Fig. 1: run 1, routed clock nets over the placement
(4 px per µm)
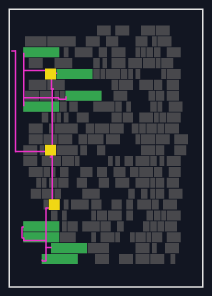
Fig. 2: run 1, local utilization
(6 px per µm) The die is cut into 5 by 7 equal tiles; black is low, pale yellow is high, 0 to 100% covered.
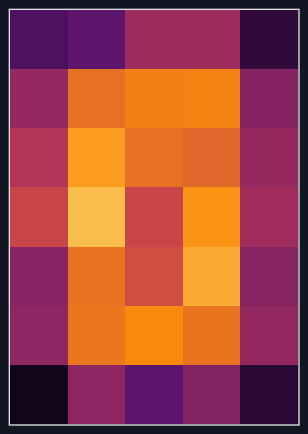
Fig. 3: run 1, PDN straps and rails
(6 px per µm) Pins as bars on the die edge.
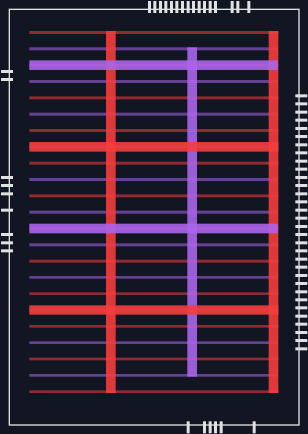
Fig. 4: run 1, metal 2
(6 px per µm)
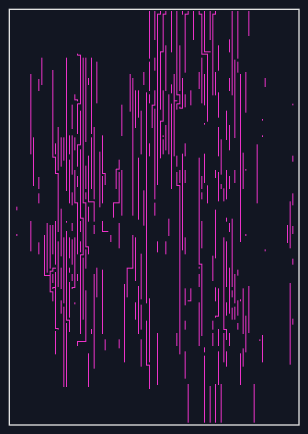
==> config.mk <==
export PLATFORM = sky130hd
export DESIGN_NAME = uart_tx_arbiter
export DESIGN_NICKNAME = d
export VERILOG_FILES = /design/src/rtl/uart_arb_pkg.sv /design/src/rtl/rr_pick.sv /design/src/rtl/uart_tx_arbiter.sv
export SDC_FILE = /design/constraint.sdc
export NUM_CORES = 1
export LEC_CHECK = 0
export CORE_ASPECT_RATIO = 1.5
export CORE_MARGIN = 3
export CORE_UTILIZATION = 39
export CTS_CLUSTER_DIAMETER = 50
export CTS_CLUSTER_SIZE = 25
export DETAILED_ROUTE_END_ITERATION = 6
export GPL_ROUTABILITY_DRIVEN = 0
export HOLD_SLACK_MARGIN = 0.1
export PLACE_DENSITY_LB_ADDON = 0.12
export SYNTH_ARGS = -nofsm -noshare
export SYNTH_HDL_FRONTEND = slang
export SYNTH_SLANG_ARGS = --single-unit
==> constraint.sdc <==
create_clock -name clk -period 3 [get_ports clk]
set_input_delay 0.45 -clock clk [delete_from_list [all_inputs] [get_ports clk]]
set_output_delay 0.45 -clock clk [all_outputs]
set_load 0.02 [all_outputs]
==> flow_summary.ini, run 1 <==
; synthesis and place-and-route metrics
[global_routing]
busiest_layer = met2
met1_usage = 0.2274
grt_pass1_vias = 1085

[clock_network]
cts-resized-gates = 10
cts_hold_buf = 0
clock-sinks = 8
cts_setup_buffers = 0
root_buffer = clkbuf_4

[synthesis]
yosysTopAreaCell = dfrtp_1
ys.flops = 8
ys_types = 37
top_cells_by_area = dfrtp_1 19%, ha_1 9.7%, a21oi_1 8.7%
synth.cells.most_frequent = 24 x nand2_1, 18 x a21oi_1, 11 x o21ai_0, 10 x inv_1, 9 x nor2b_1
postSynthAreaPerCell_um2 = 7.330
xor_area_frac = 0
top_area_frac = 0.1937

[flow_run]
log.warning_count = 32

[worst_setup_path]
crit_required_ps = 2550
worst-path-max-fanout = 11
cp.depth = 7
cp-start-kind = flip-flop
worst-path-buf-inv = 2

[run_status]
outcome = finished clean

[power]
power.total_uw = 1185
comb_power_share = 0.744
powerComb_uw = 881
powerDensity_mw_per_mm2 = 712.8
power_switching_share = 0.4543
p_seq_uw = 220

[route]
drc = 0
drtPass1Iterations = 4
wl_per_cell_um = 13.92

[layout]
fill_cells = 240
final-comb-area_um2 = 744.5
finalInstanceArea_mm2 = 0.001663
fin_cells = 224
layout-drive-gt1-share = 0.08500
area_delta_synth_final_pct = 60.90

[sta]
finalClockPeriodUsage = 0.9355
rsz0062_at_grt = false
setup_viol = 0
slew_headroom = 0.6509
timing.hold.ws_ps = 475.0
final.setup.tns_ps = 0

[placed_design]
place_area_mm2 = 0.001643
hpwlAfterDp_mm = 2.543
dp_cells = 221

[floorplan]
row_count = 22
About Fig. 1:
magenta -> clock wires  # length 132 µm
yellow -> clock-net drivers  # count 3
green -> flip-flops  # count 8
routed clock nets = 4
power share of the clock group: 0.071
later-pin clock latency in the skew report: 260 ps
clock network power: 84.2 µW
clock skew: 1.883 ps

About Fig. 2:
densest ninth of the die = centre
fullest tile = 86%
tiles over 75% full = 11%
FP Core Util: 0.4172
core area: 0.002477 mm²
share of the core filled with cells: 0.6712

About Fig. 3:
red -> VSS
purple -> VDD
met4 straps = 3
rows = 22
Max VDD drop: 0.4454 mV
die width: 48.03 µm
Die H: 69.05 µm

About Fig. 4:
longest straight run = 35.0 µm
share of all routed wire = 49%
grt met2 use: 0.3108
final WL: 3.119 mm
DR vias: 1176

[run 1: cell usage in the layout (no fill, tap or decap), drive strengths merged, types with 2 or more instances in the layout]
cell	netlist	routed
dfrtp	8	8
nand2	25	25
o21ai	12	12
dlygate4sd2	0	10
inv	10	10
nor2b	9	9
mux2	3	3
o31ai	2	2
clkdlybuf4s50	0	51
nand2b	3	3
nand3b	7	7
a21oi	18	18
clkbuf	3	3
ha	8	8
buf	6	4
and3	2	2
nor2	8	8
[run 1: area by class of cell]
class	count	area share
Inverter	10	0.02257
Tap cell	24	0.01806
Sequential cell	8	0.1204
Multi-Input combinational cell	114	0.4477
Timing Repair Buffer	65	0.3777
Clock buffer	3	0.01354
==> run 2: changes to the inputs <==
--- a/config.mk
+++ b/config.mk
@@ -5,9 +5,12 @@
 export SDC_FILE = /design/constraint.sdc
 export NUM_CORES = 1
 export LEC_CHECK = 0
+export CELL_PAD_IN_SITES_DETAIL_PLACEMENT = 1
+export CELL_PAD_IN_SITES_GLOBAL_PLACEMENT = 1
 export CORE_ASPECT_RATIO = 1.5
 export CORE_MARGIN = 3
-export CORE_UTILIZATION = 39
+export CORE_UTILIZATION = 28
+export CTS_BUF_LIST = sky130_fd_sc_hd__clkbuf_8
 export CTS_CLUSTER_DIAMETER = 50
 export CTS_CLUSTER_SIZE = 25
 export DETAILED_ROUTE_END_ITERATION = 6
@@ -16,4 +19,5 @@
 export PLACE_DENSITY_LB_ADDON = 0.12
 export SYNTH_ARGS = -nofsm -noshare
 export SYNTH_HDL_FRONTEND = slang
+export SYNTH_HIERARCHICAL = 1
 export SYNTH_SLANG_ARGS = --single-unit
Fig. 5: run 2, PDN straps and rails
(4 px per µm) Pins as bars on the die edge.
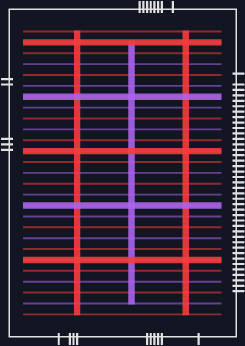
die width: 56.35 µm
Max VDD drop: 0.4770 mV
core area: 0.003513 mm²
Die H: 81.53 µm

==> run 2 against run 1 <==
Area after synthesis rose by 3.0%. Critical path depth fell by 2. Combinational power rose by 8.4%. Critical path type unchanged. Largest power group unchanged. Highest routed layer unchanged.
==> flow_summary.ini, run 2 <==
; synthesis and place-and-route metrics
[run_status]
outcome = finished clean

[layout]
final_util = 0.5164
layout-drive-gt1-share = 0.1608
finalInstanceArea_mm2 = 0.001814
fill_cells = 419

[synthesis]
yosysTopAreaCell = dfrtp_1
top_area_frac = 0.1880

[clock_network]
worstSkewPairLatency_ps = 220
clock-sinks = 8
root_buffer = clkbuf_8
cts_setup_buffers = 0
cts-resized-gates = 0

[placed_design]
dp_cells = 238
hpwlAfterDp_mm = 3.357

[worst_setup_path]
worst-path-max-fanout = 18

[route]
wl_per_cell_um = 16.59

[power]
powerDensity_mw_per_mm2 = 716.7
p_seq_uw = 222
pwr-share-clk = 0.094
power.total_uw = 1300

[global_routing]
grt_pass1_vias = 1355

[sta]
fin_skew_ps = 0.9915
slew_headroom = 0.6652
rsz0062_at_grt = false
finalClockPeriodUsage = 0.8811
## run 2: cell types whose count changed after synthesis, sizes merged, moves of 4 or more
cell,before,now
o211ai,1,16
o21ai,12,2
inv,10,16
nand3b,7,1
a21oi,18,14
nor2b,9,5
## run 2: routing by layer
layer	vias to the layer above	GRT usage
met1	574	0.1943
met5	-	0
met3	7	0.03302
met2	52	0.3478
li1	608	-
met4	0	0.05938
## run 2: layout make-up
| cell class | instances | area (µm²) | area share |
|---|---|---|---|
| flip-flops and latches | 8 | 200.2 | 0.1103 |
| well taps | 42 | 52.55 | 0.02897 |
| multi-input cells | 104 | 748.2 | 0.4124 |
| clock buffers | 3 | 41.29 | 0.02276 |
| inverters | 16 | 63.81 | 0.03517 |
| repair buffers | 68 | 708.2 | 0.3903 |
==> run 3: changes to the inputs <==
--- a/config.mk
+++ b/config.mk
@@ -16,7 +16,7 @@
 export DETAILED_ROUTE_END_ITERATION = 6
 export GPL_ROUTABILITY_DRIVEN = 0
 export HOLD_SLACK_MARGIN = 0.1
-export PLACE_DENSITY_LB_ADDON = 0.12
+export PLACE_DENSITY = 0.9
 export SYNTH_ARGS = -nofsm -noshare
 export SYNTH_HDL_FRONTEND = slang
 export SYNTH_HIERARCHICAL = 1
Fig. 6: run 3, routed clock nets over the placement
(3 px per µm)
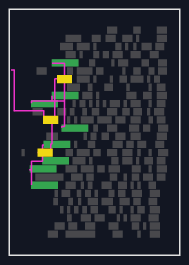
clock skew: 6.027 ps
later-pin clock latency in the skew report: 220 ps

==> run 3 against run 2 <==
Register-to-register slack worse by 140 ps. Wire length is 0.93% lower. Via count is 1.5% higher. Combinational power is 1% higher. Largest cell class unchanged. Maximum frequency is 6.1% lower. Clock power hardly changed. Sequential cell count stayed put. Final area is 3.0% lower. Critical endpoint is now req_ready_o[0]. Cell count is 0.83% lower. Non-clock buffer count is 2 lower. Clock skew is 5.0 ps higher. Area after synthesis stayed put.
==> flow_summary.ini, run 3 <==
; synthesis and place-and-route metrics
[floorplan]
core_area_mm2 = 0.003513

[layout]
nFlopsAndLatches = 8
fin_cells = 239
clock_buffer_count = 3
n_all_buffers = 66
final_util = 0.5007
num-multi-input-gates = 104
final-comb-area_um2 = 769.5
layout-drive-gt1-share = 0.1523
finalInstanceArea_mm2 = 0.001759

[placed_design]
place_area_mm2 = 0.001709
dp_cells = 236

[route]
wl_per_cell_um = 16.58

[clock_network]
root_buffer = clkbuf_8
cts_setup_buffers = 0
cts_hold_buf = 0

[synthesis]
top_area_frac = 0.1880
postSynthAreaPerCell_um2 = 7.772
ys.flops = 8
xor_area_frac = 0

[sta]
slew_headroom = 0.6223

[run_status]
outcome = finished clean
run 3: cell counts after synthesis:
No cell type changed its count.
run 3: critical path, stage by stage (launching register included):
cell           delay, ps
dfrtp_1              410
inv_1                 90
ha_1                 290
nand4bb_4            280
a311oi_4             360
buf_4                210
and3_1               160
dlygate4sd2_1        340
run 3: power groups by stage:
stage	registers [µW]	logic, µW	clock network, µW
2_1_floorplan	212	654	0
3_3_place_gp	214	915	0
3_5_place_dp	224	958	0
4_1_cts	222	980	130
5_1_grt	234	1070	135
6_report	221	967	125
run 3: metal layers:
metal	track usage	vias to the layer above	wire length, µm
li1	-	601	-
met1	0.2212	595	1719
met5	0	-	0
met4	0.05701	0	50
met3	0.03302	6	272
met2	0.3396	57	1920
run 3: timing repair:
item	CTS	global route
setup endpoints to repair	13	1
gates resized	14	1
pin swaps	1	0
Power and IR drop assume default switching activity.
